### Supply network, run 1

Bar = 20 microns. Pins as bars on the die edge.
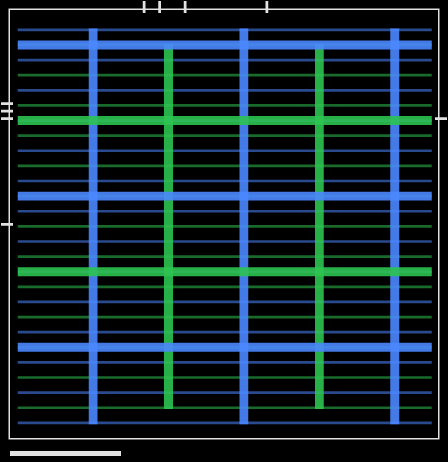
### Track usage over the die, run 1

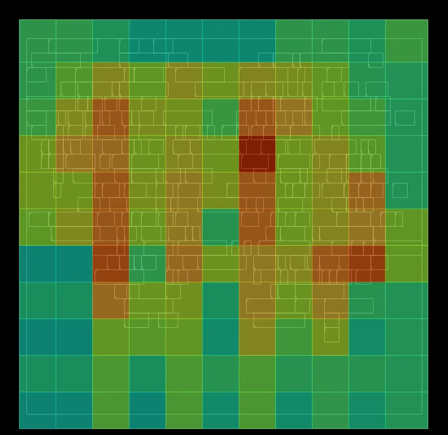
### Placement by cell class, run 1

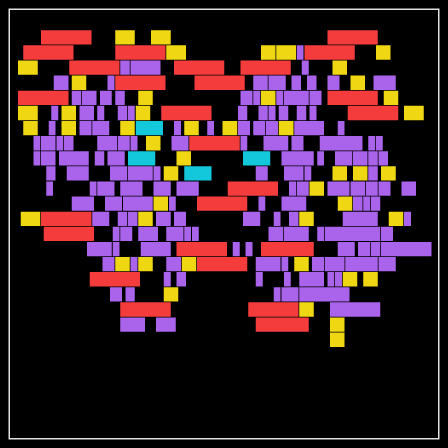
Design advance_ctrl, sky130hd; sources not shown.
==> flow_summary.toml, run 1 <==
# physical design summary
[run_status]
violations = "setup timing"
status = "finished, violations left"

[floorplanning]
die_area_sq_um = 5930
initial_core_util_pct = 32.0
nWellTaps = 70
die_w_microns = 77.0

[synthesis]
yosys_area_sq_um = 1690
ys_sh_aoi_pct = 22.1
syn-num-nets = 203
synth_cell_types = 49
top_cells_by_count = "dfrtp_1, nor2_1, nand2_1"
netlist_area_sq_um = 1690
ys_cells = 190
ys_top_cells_by_area = "dfrtp_1, ha_1, nor2_1, xor2_1, a21oi_1"
synthArstFlopShare_pct = 100
xor_area_share_pct = 4.67
syn_inst = 190
synthSimpleGateAreaFrac_pct = 21.1
yosysMostFrequentCell = "dfrtp_1"
ff_type = "dfrtp_1"
fa_ha_area_share_pct = 7.12
muxShareOfSynthArea_pct = 0
yosys_warnings = 0
synth.top_cell.area_share_pct = 38.5

[layout]
fin_util_pct = 43.4
fill_cells = 517
final_cell_mix = "buf_4, dfrtp_1, nor2_1"
logic_area_sq_um = 1080
clock_buffers = 4
flops = 26
seq_share_pct = 28.5
antenna_cells = 0
final_cells = 298
seq_area_sq_um = 653
buf_share_pct = 16.0
layout.nets = 242
comb_cells = 140
syn_to_final_growth_pct = 35.7
clock_cell_area_share_pct = 2.40

[grt]
grt.busiest_layer = "met2"
met3_usage_pct = 2.50
grt_max_degree = 27
antenna_found_initial = 0
grt_pass1_vias = 1428

[critical_path]
path_cells = "ha_4 > a31o_1 > a2111oi_4 > o211ai_2 > o31ai_2 > a21oi_4 > a211oi_2"
r2r_setup_slack_ns = -0.004
arrival_ns = 2.21
path_max_fanout = 6
max_stage_delay_ns = 0.46
worst-path-buf-inv = 0
startpoint_type = "flip-flop"
cp.depth = 7
critPathKind = "reg -> reg"
cp.required_ns = 2.21
crit_path_end_kind = "flip-flop"

[sta]
rsz0062_at_grt = "true"
setup_violations = 1
max-slew-margin-rel_pct = 72.3
setup_ws_ns = -0.00431
drv_slew = 0
layout_worst_path_cycle_share_pct = 100
fin_setup_tns_ns = -0.00431
max_freq_ghz = 0.494
period_needed_ns = 2.02

[clock_network]
root_buffer = "clkbuf_8"
htreeDepth = 1
hold_buffers = 0
clk_latency_ns = 0.27
cts-buffers-inserted = 3
postCtsSetupBuffers = 3
cts_tree = "built"

[detailed_routing]
routed_wl_mm = 3.83
drt_iter0_drc = 117
dr_wl_met2_mm = 1.99
vias_per_cell = 4.99
drtAntennaViolNets = 0
drc = 0
met3_length_microns = 84

[power_and_ir_drop]
power_leader = "combinational cells"
total_leakage_power_uw = 0.000988
p_clk_share_pct = 11.3
p_sw_uw = 1250
seqPwrFrac_pct = 25.2
finalPower_uw = 3040

[hold_path]
holdPathStages = 0
hp-class = "reg -> reg"

[place]
place_ws_ns = -0.0474
dp_hpwl_mm = 2.77
dp.cells = 290
-- 'Supply network' (at the start) --
legend:
  VDD:
    colour: green
  VSS:
    colour: blue
met5 straps: 5
met1 rails: 27
Max rail drop VDD: 0.630 mV
Die H: 77.0 microns

-- 'Track usage over the die' (at the start) --
global routing met1 resource utilization: 16.7%
global router's overall resource usage: 13.3%
M2 GR Usage: 24.0%

-- 'Placement by cell class' (at the start) --
legend:
  other buffers and delay cells:
    colour: yellow
    cells: 46
    share_of_their_area: 17%
  flops:
    colour: red
    cells: 26
    share_of_their_area: 30%
  all other logic:
    colour: purple
    cells: 152
    share_of_their_area: 51%
  clock drivers and dummy loads:
    colour: cyan
    cells: 4
    share_of_their_area: 2.5%
Placeable Area: 5270 sq um
FP Rows: 26
cell area after layout: 2290 sq um

==> inputs of run 2 (changes only) <==
- GPL_ROUTABILITY_DRIVEN: not set -> 1
- GPL_TIMING_DRIVEN: not set -> 0
==> run 2 against run 1 <==
Net effect:
- the flow still finishes with violations (setup timing)
- synthesized cell count stayed put
- sequential share of layout area is 1.0 points lower
- area after synthesis stayed put
- register-to-register slack worse by 0.06 ns
- sequential power is 14% higher
- critical endpoint is now g_chan[0].u_chan.state[0]$_DFF_PN0_
- maximum frequency is 2.9% lower
- largest cell class unchanged
- combinational power is 11% higher
==> flow_summary.toml, run 2 <==
# physical design summary
[run_status]
status = "finished, violations left"
violations = "setup timing"

[sta]
max-slew-margin-rel_pct = 59.7
period_needed_ns = 2.09
max_freq_ghz = 0.480
rsz0062_at_grt = "true"
drv_slew = 0
setup_violations = 5
setup_ws_ns = -0.0652
fin_setup_tns_ns = -0.221

[layout]
syn_to_final_growth_pct = 42.6
layout.nets = 243
antenna_cells = 0
flops = 26
seq_area_sq_um = 662
fill_cells = 510
final_cells = 299
design_area_sq_um = 2410
final_cell_mix = "buf_4, nor2_1, dfrtp_1"
logic_area_sq_um = 1180
clock_cell_area_share_pct = 2.96
buf_share_pct = 15.0

[clock_network]
htreeDepth = 1
cts_tree = "built"
postCtsSetupBuffers = 21
clk_latency_ns = 0.28

[floorplanning]
num_rows = 26
die_area_sq_um = 5930

[synthesis]
top_cells_by_count = "dfrtp_1, nor2_1, nand2_1"
muxShareOfSynthArea_pct = 0
yosys_area_sq_um = 1690
ys_cells = 190
syn_inst = 190
synth_cell_types = 49
fa_ha_area_share_pct = 7.12
ys_sh_aoi_pct = 22.1
synthArstFlopShare_pct = 100
syn-num-nets = 203
xor_area_share_pct = 4.67
synth.top_cell.area_share_pct = 38.5
synthSimpleGateAreaFrac_pct = 21.1
yosys_warnings = 0
netlist_area_sq_um = 1690

[grt]
use_met1_pct = 18.4
use_met2_pct = 26.7
antenna_found_initial = 0
met3_usage_pct = 2.86
grt_max_degree = 27
grt_pass1_vias = 1531

[detailed_routing]
met3_length_microns = 151
dr_wl_met2_mm = 2.28
drtAntennaViolNets = 0
routed_wl_mm = 4.46
drc = 0
drt_iter0_drc = 79

[critical_path]
crit_path_end_kind = "flip-flop"
critPathKind = "reg -> reg"
cp.required_ns = 2.21
cp.depth = 7
worst-path-buf-inv = 0
path_cells = "or3b_4 > ha_4 > nand3_4 > a31oi_1 > o211ai_1 > and3_4 > a221oi_2"
arrival_ns = 2.27
r2r_setup_slack_ns = -0.07

[hold_path]
hp-class = "in -> async"

[place]
place_ws_ns = -0.324
dp.cells = 268
dp_hpwl_mm = 2.57

[power_and_ir_drop]
finalPower_uw = 3450
total_leakage_power_uw = 0.000993
p_clk_share_pct = 12.9
power_leader = "combinational cells"
p_sw_uw = 1420
seqPwrFrac_pct = 25.2
### Supply network, run 2

Bar = 20 microns. Pins as bars on the die edge.
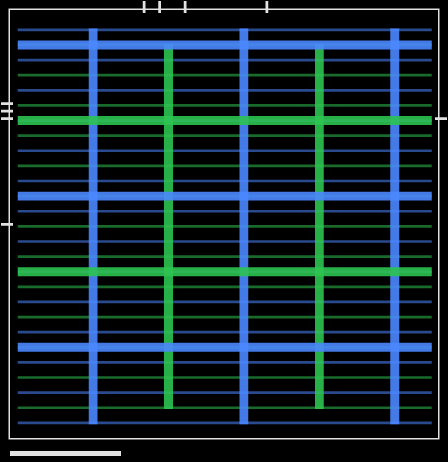
legend:
  VDD:
    colour: green
  VSS:
    colour: blue
met1 rails: 27
rows: 26
signal pins: 9
met5 straps: 5
met4 straps: 5
DIE WIDTH: 77.0 microns
Max rail drop VDD: 0.976 mV

### Port wiring, run 2

Bar = 20 microns.
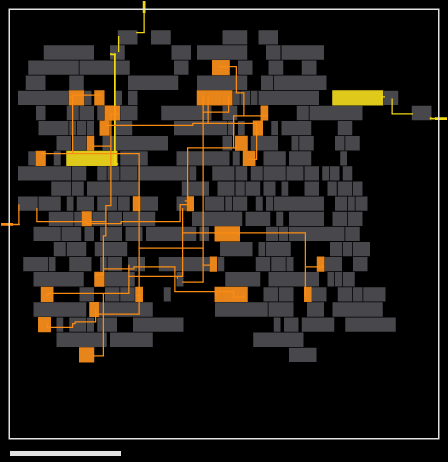
legend:
  `new_frame`:
    colour: orange
    bits: 1
    direction: input
    end_cells: 29
    buffers: 4
    wire: 429 microns
  `advance`:
    colour: yellow
    bits: 2
    direction: output
    end_cells: 2
    buffers: 4
    wire: 37.4 microns
I/O pin cnt: 9
IO Port Bufs: 8

### Cell density map, run 2

Bar = 20 microns. 8 x 8 tiles, from black (low) to pale yellow (high), 0 to 100% covered.
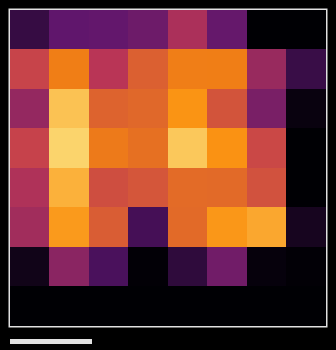
tiles over 75% full: 14%
nearly empty tiles: 23%
fullest tile: 91%
mean over tiles: 39%
FP Util: 32.0%
final core utilization: 45.7%

Power figures rest on the tool's default switching activity, not on a simulated workload.
